Cell placement:
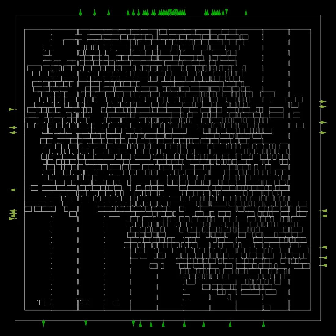
The metal 3 layer:
Scale: 1.5 px per um. Cells faint in the background.
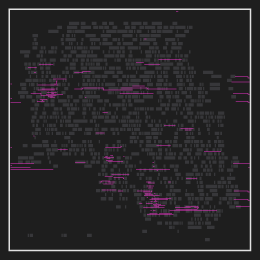
Sequential cells coloured by netlist name:
Scale: 2 px per um. Other cells in grey.
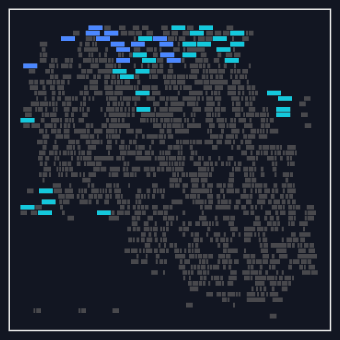
File: src/rtl/num_to_7sd_if.sv
// Front-panel number bus: value/format in,
// display image and coin breakdown out.
interface num_to_7sd_if;
  logic [13:0] int_num;
  logic        decimal;
  logic [31:0] seven_seg;
  logic [13:0] coins;

  modport master (
    output int_num,
    output decimal,
    input  seven_seg,
    input  coins
  );

  modport slave (
    input  int_num,
    input  decimal,
    output seven_seg,
    output coins
  );
endinterface

File: src/rtl/num_to_7sd.sv
// Cent amount -> 4-digit 7-seg image + coin count.
// LEAD_ZERO_BLANK_EN blanks a zero dollar-tens digit.
module num_to_7sd (
  input  logic         clk,
  input  logic         rst,
  num_to_7sd_if.slave  bus
);

  logic [15:0] bcd;
  logic [3:0]  thou, hund, tens, unit;
  logic        ovf;
  logic [6:0]  rem;
  logic [6:0]  r25;
  logic [6:0]  r10;
  logic [1:0]  qtr;
  logic [1:0]  dim;
  logic        nck;
  logic [31:0] seg_d, seg_q;
  logic [13:0] coins_d, coins_q;

  function automatic logic [7:0] seg7(
    input logic [3:0] d
  );
    logic [7:0] s;
    case (d)
      4'd0:    s = 8'hC0;
      4'd1:    s = 8'hF9;
      4'd2:    s = 8'hA4;
      4'd3:    s = 8'hB0;
      4'd4:    s = 8'h99;
      4'd5:    s = 8'h92;
      4'd6:    s = 8'h82;
      4'd7:    s = 8'hF8;
      4'd8:    s = 8'h80;
      4'd9:    s = 8'h90;
      default: s = 8'hFF;
    endcase
    return s;
  endfunction

  // Double-dabble; digits above 9999 fall off
  // but are masked by the overflow dashes.
  always_comb begin
    bcd = '0;
    for (int i = 13; i >= 0; i--) begin
      for (int k = 0; k < 4; k++) begin
        if (bcd[4*k +: 4] >= 4'd5)
          bcd[4*k +: 4] = bcd[4*k +: 4] + 4'd3;
      end
      bcd = {bcd[14:0], bus.int_num[i]};
    end
  end

  assign thou = bcd[15:12];
  assign hund = bcd[11:8];
  assign tens = bcd[7:4];
  assign unit = bcd[3:0];
  assign ovf  = bus.int_num > 14'd9999;

  always_comb begin
    seg_d = {seg7(thou), seg7(hund),
             seg7(tens), seg7(unit)};
    if (bus.decimal) begin
      seg_d[31] = seg_d[31];
      seg_d[23] = 1'b0;
`ifdef LEAD_ZERO_BLANK_EN
      if (thou == 4'd0)
        seg_d[31:24] = 8'hFF;
`endif
    end
    if (ovf)
      seg_d = 32'hBFBF_BFBF;
  end

  // Below 1000 the dollar count is the
  // hundreds digit; cents come from tens/units.
  always_comb begin
    rem = {3'd0, tens} * 7'd10 + {3'd0, unit};
    if (rem >= 7'd75) begin
      qtr = 2'd3; r25 = rem - 7'd75;
    end else if (rem >= 7'd50) begin
      qtr = 2'd2; r25 = rem - 7'd50;
    end else if (rem >= 7'd25) begin
      qtr = 2'd1; r25 = rem - 7'd25;
    end else begin
      qtr = 2'd0; r25 = rem;
    end
    if (r25 >= 7'd20) begin
      dim = 2'd2; r10 = r25 - 7'd20;
    end else if (r25 >= 7'd10) begin
      dim = 2'd1; r10 = r25 - 7'd10;
    end else begin
      dim = 2'd0; r10 = r25;
    end
    nck = r10 >= 7'd5;
    if (bus.int_num >= 14'd1000)
      coins_d = 14'd9999;
    else
      coins_d = {10'd0, hund} * 14'd1000
              + {12'd0, qtr}  * 14'd100
              + {12'd0, dim}  * 14'd10
              + {13'd0, nck};
  end

  always_ff @(posedge clk) begin
    if (rst) begin
      seg_q   <= 32'hFFFF_FFFF;
      coins_q <= '0;
    end else begin
      seg_q   <= seg_d;
      coins_q <= coins_d;
    end
  end

  assign bus.seven_seg = seg_q;
  assign bus.coins     = coins_q;

endmodule

File: src/flat_wrapper.sv
// flat-port wrapper written by rule: the top's interface ports become plain ports
module num_to_7sd_flat 
  (clk, rst, bus_int_num, bus_decimal, bus_seven_seg, bus_coins);
  num_to_7sd_if bus_i ();
  input  logic clk;
  input  logic rst;
  input wire logic [$bits(bus_i.int_num)-1:0] bus_int_num;
  input wire logic [$bits(bus_i.decimal)-1:0] bus_decimal;
  output wire logic [$bits(bus_i.seven_seg)-1:0] bus_seven_seg;
  output wire logic [$bits(bus_i.coins)-1:0] bus_coins;
  assign bus_i.int_num = bus_int_num;
  assign bus_i.decimal = bus_decimal;
  assign bus_seven_seg = bus_i.seven_seg;
  assign bus_coins = bus_i.coins;
  num_to_7sd u_core (.clk(clk), .rst(rst), .bus(bus_i));
endmodule
File: config.mk
export PLATFORM = sky130hd
export DESIGN_NAME = num_to_7sd_flat
export DESIGN_NICKNAME = d
export VERILOG_FILES = /design/src/rtl/num_to_7sd_if.sv /design/src/rtl/num_to_7sd.sv /design/src/flat_wrapper.sv
export SDC_FILE = /design/constraint.sdc
export NUM_CORES = 1
export LEC_CHECK = 0
export CAP_MARGIN = 30
export CORE_MARGIN = 5
export CORE_UTILIZATION = 36
export DETAILED_ROUTE_END_ITERATION = 8
export GPL_ROUTABILITY_DRIVEN = 0
export GPL_TIMING_DRIVEN = 0
export HOLD_SLACK_MARGIN = 0.08
export PLACE_DENSITY = 0.64
export SETUP_SLACK_MARGIN = 0.3
export SKIP_CTS_REPAIR_TIMING = 1
export SLEW_MARGIN = 20
export SYNTH_ARGS = -nofsm -noshare
export SYNTH_HDL_FRONTEND = slang
export SYNTH_SLANG_ARGS = --single-unit
File: constraint.sdc
create_clock -name clk -period 42 [get_ports clk]
set_input_delay 4.2 -clock clk [delete_from_list [all_inputs] [get_ports clk]]
set_output_delay 4.2 -clock clk [all_outputs]
set_load 0.005 [all_outputs]
==> summary.txt <==
fresh numbers from the pnr run: clk slew on worst S/H paths=0.07 ns, tool warnings=61, ratio of cells with drive above 1 in the final layout=8.73%, Hold Path Cell Cnt=2, CP Max Fanout=10, total grt overflow=0, die area=25,500 sq um, Final setup viols=0, vias per cell=5.77, invs w/o clock=91, clk root buf=clkbuf_16, Yosys top cell by instances=nand2_1, max cap viols=0, kind of critical path=in -> reg, CTS sink cnt=43, most used cell, CP=ha_1, Inserted Clock Buffers=5, fin crit period=21.64 ns, NonClk Buf Share=8.44%, Synth top cells by count=nand2_1, ha_1, inv_1, Antenna diodes=0, Hold Path Origin=rst, die height=160 um, Worst path max stage delay=0.54 ns, WHS=4.34 ns, gate count of the mapped netlist=1,080, final instance area=9170 sq um, nonclk buf count=104, Synth Seq Share=10.7%, # Cells Yosys=1,080, RSZ-0062 raised after global routing=false, Critical Path End=u_core.bus.coins[13], hpwl dp=17.2 mm, Synth area leader=ha_1, # clk buffers=5, final hold violations=0, clock network area share=1.84%, maximum operating frequency=46.2 MHz, first-pass GRT wire length=36.9 mm, largest net degree at the start of global routing=15, ys async rst share=0%, placed cell count=1,417, Relative slew margins=45.0%, Comb area share=72.8%, Yosys cell types=118, # port buffers=55, final slew viol count=0, Top area cell types=ha_1, dfxtp_1, nand2_1, inv_1, o21ai_0, slowest library cell on the worst path=o311ai_1, WL/cell=15.2 um, Mean Syn Cell Area=7.48 sq um, Post-DP Area=9000 sq um, All-Layer GR Usage=16.3%, largest cell class by area=multi-input combinational cells, most common flop cell mapped by yosys=dfxtp_1, post-synth top area share=13.3%, mapped cell area=8080 sq um, ANT nets after route=0, Synth Register Bits=43, Residual DRC=0, mi-comb count=900, outcome=complete, no violations, yosys stat area=8080 sq um, fp_density=36.8%, Worst-Margin Slew=0.801 ns, initial drt markers=647, die span in x=160 um, setup TNS=0 ns, CP required=42.15 ns, Worst EP arrival=21.79 ns, hold path endpoint=u_core.bus.coins[3], initial antenna violation count=0, startpoint types=input port, type of the worst min-delay path=in -> reg, yosys synthesis warning count=0, pre-CTS setup slack=20.34 ns, final net count=1,257, EDFF count, synth=0, TritonRoute pass-1 iters=5, clock buffer depth=2, Setup crit start=bus_int_num[11], Critical Path Sink Type=flop, vias in the first global route=7,881, std cell rows=54, logic area=6670 sq um, CTS tree=built, Final period util=51.5%, final cell count without fillers=1,426, Final WS setup=20.36 ns, I/O pin count=63, Layout area overhead=13.5%, Clock H-tree levels=2
-- 'cell placement' (at the start) --
Seq Cell Count: 43
Filler Cell Count: 2,248
TAP cells: 280
Core ar.: 22,000 sq um
flop share of the area: 9.39%

-- 'the metal 3 layer' (at the start) --
main direction = horizontal
wire length on this layer = 817 um
nets with wire on the layer = 87
longest straight run = 31.3 um
share of all routed wire = 3.8%
Total Wirelength: 21.7 mm
via count: 8,224
routing usage on met3: 1.70%

-- 'sequential cells coloured by netlist name' (at the start) --
`u_core.bus.seven_seg` -> cyan  # placed flops 29
`u_core.bus.coins` -> blue  # placed flops 14
fin util: 41.8%
Seq. cell area: 861 sq um

worst max-delay path, delay by kind of cell:
family,cells,cell delay (ns)
AND-OR/OR-AND,28,7.01
XOR/XNOR,6,1.58
adder cells (fa/ha/maj),13,3.61
buffers and inverters,13,2.11
multiplexers,1,0.33
AND/OR/NAND/NOR,16,2.93
metal layers:
| layer | vias up | share of wire [%] | GRT usage [%] |
|---|---|---|---|
| met5 | - | 0 | 0 |
| met4 | 0 | 1.8 | 3.75 |
| met2 | 193 | 47 | 29.2 |
| met1 | 3823 | 47 | 21.1 |
| met3 | 35 | 3.8 | 1.70 |
| li1 | 4173 | - | - |
layout by cell type, fill, tap and decap left out, types with 11 or more instances in the layout:
cell type,n
a211oi_1,19
a21o_1,14
a21oi_1,60
a31oi_1,14
and3_1,15
clkbuf_1,34
clkdlybuf4s50_1,55
dfxtp_1,43
ha_1,86
inv_1,84
mux2_2,11
mux2i_1,19
nand2_1,91
nand3_1,35
nand4_1,12
nor2_1,79
nor2b_1,16
nor3_1,34
nor4_1,14
o211ai_1,20
o21ai_0,62
o21ai_1,11
xnor2_1,32
flip-flops by register name, indices dropped and copies added (netlist names):
| register | cells |
|---|---|
| u_core.bus.seven_seg | 29 |
| u_core.bus.coins | 14 |
cells by family after synthesis:
group | share of synthesized area [%]
AND/OR/NAND/NOR | 23.3
AND-OR/OR-AND | 33.8
adder cells (fa/ha/maj) | 15.5
XOR/XNOR | 4.72
other | 0.0464
multiplexers | 4.99
buffers and inverters | 6.95
flip-flops | 10.7
